File: src/rtl/adder_serial_n.sv
// Multi-cycle N-bit adder: s = a + b + ci, DIGIT bits per clock, LSB digit first.
// start/busy/done handshake; the result holds until the next operation completes.
module adder_serial_n #(
    parameter int WIDTH = 8,
    parameter int DIGIT = 1
) (
    input  logic             clk,
    input  logic             reset,
    input  logic             start,
    input  logic [WIDTH-1:0] a,
    input  logic [WIDTH-1:0] b,
    input  logic             ci,
    output logic             busy,
    output logic             done,
    output logic [WIDTH-1:0] s,
    output logic             co
);

    localparam int NUM = WIDTH / DIGIT;
    localparam int CW  = (NUM > 1) ? $clog2(NUM) : 1;

    typedef enum logic [1:0] {
        ST_IDLE = 2'd0,
        ST_RUN  = 2'd1,
        ST_DONE = 2'd2
    } state_t;

    state_t             r_state;
    state_t             w_state_next;
    logic [WIDTH-1:0]   r_a_sh;
    logic [WIDTH-1:0]   r_b_sh;
    logic [WIDTH-1:0]   r_acc;
    logic [WIDTH-1:0]   r_s;
    logic               r_carry;
    logic               r_co;
    logic               r_busy;
    logic               r_done;
    logic [CW-1:0]      r_cnt;
    logic [DIGIT:0]     w_digit_sum;
    logic [WIDTH-1:0]   w_acc_next;
    logic               w_accept;
    logic               w_last;

    generate
        if (WIDTH < 1 || DIGIT < 1 || (WIDTH % DIGIT) != 0) begin : g_bad_param
            $error("adder_serial_n: WIDTH must be a positive multiple of DIGIT");
        end
    endgenerate

    assign busy = r_busy;
    assign done = r_done;
    assign s    = r_s;
    assign co   = r_co;

    // Digit adder plus accept/last-digit qualifiers.
    always_comb begin
        w_digit_sum = {1'b0, r_a_sh[DIGIT-1:0]} + {1'b0, r_b_sh[DIGIT-1:0]}
                    + (DIGIT+1)'(r_carry);
        w_accept    = (r_state != ST_RUN) && start;
        w_last      = (r_state == ST_RUN) && (r_cnt == CW'(NUM - 1));
    end

    // New digit enters the accumulator from the MSB end.
    generate
        if (WIDTH == DIGIT) begin : g_acc_single
            assign w_acc_next = w_digit_sum[DIGIT-1:0];
        end else begin : g_acc_shift
            assign w_acc_next = {w_digit_sum[DIGIT-1:0], r_acc[WIDTH-1:DIGIT]};
        end
    endgenerate

    // Next-state logic.
    always_comb begin
        w_state_next = r_state;
        case (r_state)
            ST_IDLE: begin
                if (start) w_state_next = ST_RUN;
                else       w_state_next = ST_IDLE;
            end
            ST_RUN: begin
                if (w_last) w_state_next = ST_DONE;
                else        w_state_next = ST_RUN;
            end
            ST_DONE: begin
                if (start) w_state_next = ST_RUN;
                else       w_state_next = ST_IDLE;
            end
            default: w_state_next = ST_IDLE;
        endcase
    end

    // State register; busy/done are registered decodes of the next state.
    always_ff @(posedge clk or posedge reset) begin
        if (reset) begin
            r_state <= ST_IDLE;
            r_busy  <= 1'b0;
            r_done  <= 1'b0;
        end else begin
            r_state <= w_state_next;
            r_busy  <= (w_state_next == ST_RUN);
            r_done  <= (w_state_next == ST_DONE);
        end
    end

    // Operand capture, digit-serial datapath and result register.
    always_ff @(posedge clk or posedge reset) begin
        if (reset) begin
            r_a_sh  <= {WIDTH{1'b0}};
            r_b_sh  <= {WIDTH{1'b0}};
            r_acc   <= {WIDTH{1'b0}};
            r_carry <= 1'b0;
            r_cnt   <= {CW{1'b0}};
            r_s     <= {WIDTH{1'b0}};
            r_co    <= 1'b0;
        end else if (w_accept) begin
            r_a_sh  <= a;
            r_b_sh  <= b;
            r_acc   <= {WIDTH{1'b0}};
            r_carry <= ci;
            r_cnt   <= {CW{1'b0}};
        end else if (r_state == ST_RUN) begin
            r_a_sh  <= r_a_sh >> DIGIT;
            r_b_sh  <= r_b_sh >> DIGIT;
            r_acc   <= w_acc_next;
            r_carry <= w_digit_sum[DIGIT];
            r_cnt   <= r_cnt + CW'(1);
            if (w_last) begin
                r_s  <= w_acc_next;
                r_co <= w_digit_sum[DIGIT];
            end else begin
                r_s  <= r_s;
                r_co <= r_co;
            end
        end else begin
            r_a_sh  <= r_a_sh;
            r_b_sh  <= r_b_sh;
            r_acc   <= r_acc;
            r_carry <= r_carry;
            r_cnt   <= r_cnt;
        end
    end

endmodule

File: config.mk
export PLATFORM = sky130hd
export DESIGN_NAME = adder_serial_n
export DESIGN_NICKNAME = d
export VERILOG_FILES = /design/src/rtl/adder_serial_n.sv
export SDC_FILE = /design/constraint.sdc
export NUM_CORES = 1
export LEC_CHECK = 0
export CORE_MARGIN = 2
export CORE_UTILIZATION = 52
export CTS_CLUSTER_DIAMETER = 60
export DETAILED_ROUTE_END_ITERATION = 8
export GPL_TIMING_DRIVEN = 0
export PLACE_DENSITY_LB_ADDON = 0.08
export SKIP_LAST_GASP = 1
export SLEW_MARGIN = 20
export SYNTH_ARGS = -nofsm -noshare
export SYNTH_HDL_FRONTEND = slang
export SYNTH_SLANG_ARGS = --single-unit
File: constraint.sdc
create_clock -name clk -period 1.7 [get_ports clk]
set_input_delay 0.17 -clock clk [delete_from_list [all_inputs] [get_ports clk]]
set_output_delay 0.17 -clock clk [all_outputs]
set_load 0.02 [all_outputs]
### The metal 3 layer

Drawn at 8 px/um.
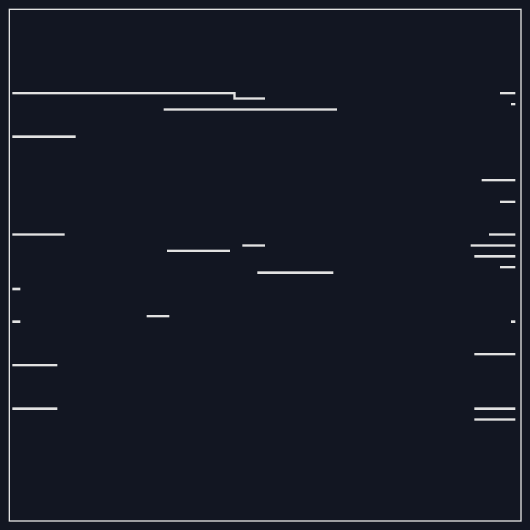
main direction: horizontal
nets with wire on the layer: 20
longest straight run: 27.6 um
wire length on this layer: 137 um

### Clock routing

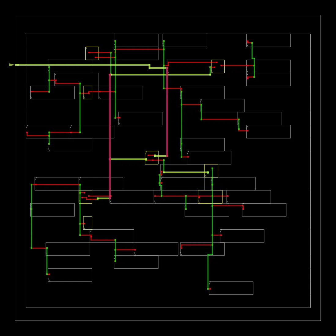
total number of clock tree sinks: 40
clock latency on the worst-skew pair: 340 ps
clock group total power: 0.000490 W
final setup skew: 9.43 ps
cts bufs inserted: 5

==> results_dict.tcl <==
# metrics dict for downstream scripts
set metrics [dict create \
    dr.pass1.iters 4 \
    synthArstFlopShare_pct 100 \
    synth.net_count 145 \
    htreeDepth 2 \
    yosysSeqAreaShare_pct 53.9 \
    instances_no_fill 206 \
    areal_power_density_over_the_cells_nw_per_um2 1600 \
    comb_cells 71 \
    detailed_place_hpwl_um 2100 \
    main_kind_of_combinational_logic_by_area "multiplexers" \
    yosys.area_share.aoi_pct 0.673 \
    flop_latch_power_w 0.00158 \
    met2_wirelength_um 1420 \
    ys_top_cells_by_count "sky130_fd_sc_hd__dfrtp_1, sky130_fd_sc_hd__mux2_2, sky130_fd_sc_hd__mux2_4" \
    nonClockBufferCount 37 \
    worst-r2r-setup-slack_ps 90 \
    timing_worst_setup_path_type "reg2reg" \
    maxUsedRoutingLayer "met4" \
    crit_chain "ha_1 -> ha_1 -> nand3b_1 -> buf_4 -> mux2_2" \
    rsz_0062_raised_after_global_routing "false" \
    routabilityCongestion 0.719 \
    cell_types_occupying_the_most_area_after_synthesis "sky130_fd_sc_hd__dfrtp_1, sky130_fd_sc_hd__mux2_2, sky130_fd_sc_hd__mux2_4" \
    avgViaCountPerCell 5.03 \
    ir_drop_mv 0.783 \
    num_antenna_cells 0 \
    worstPathArrival_ps 1840 \
    post-route-min-period_ps 1610 \
    num-nets-final 182 \
    yosys-mux-area-fraction_pct 33.5 \
    cpMostUsedCell "sky130_fd_sc_hd__ha_1" \
    final-max-slew-violation-count 0 \
    areaGrowthSynthToFinish_pct 23.6 \
    power_dissipated_in_combinational_cells_w 0.00160 \
    largestClassByArea "sequential cells" \
    synth_warnings 0 \
    fin_ws_ps 91.0 \
    power.share.combinational_pct 43.5 \
    crit_end "co" \
    cp_slowest_stage_delay_ps 420 \
    mostFrequentLayoutCells "sky130_fd_sc_hd__dfrtp_1, sky130_fd_sc_hd__mux2_2, sky130_fd_sc_hd__clkdlybuf4s50_1" \
    sequential_cell_area_share_pct 43.6 \
    detail_route.drc_violations 0 \
    final_design_area_no_fill_um2 2300 \
    final-setup-viol-count 0 \
    drt_iter0_markers 21 \
    status "finished, final reports clean" \
]
Power is estimated from default activity; no workload was simulated.
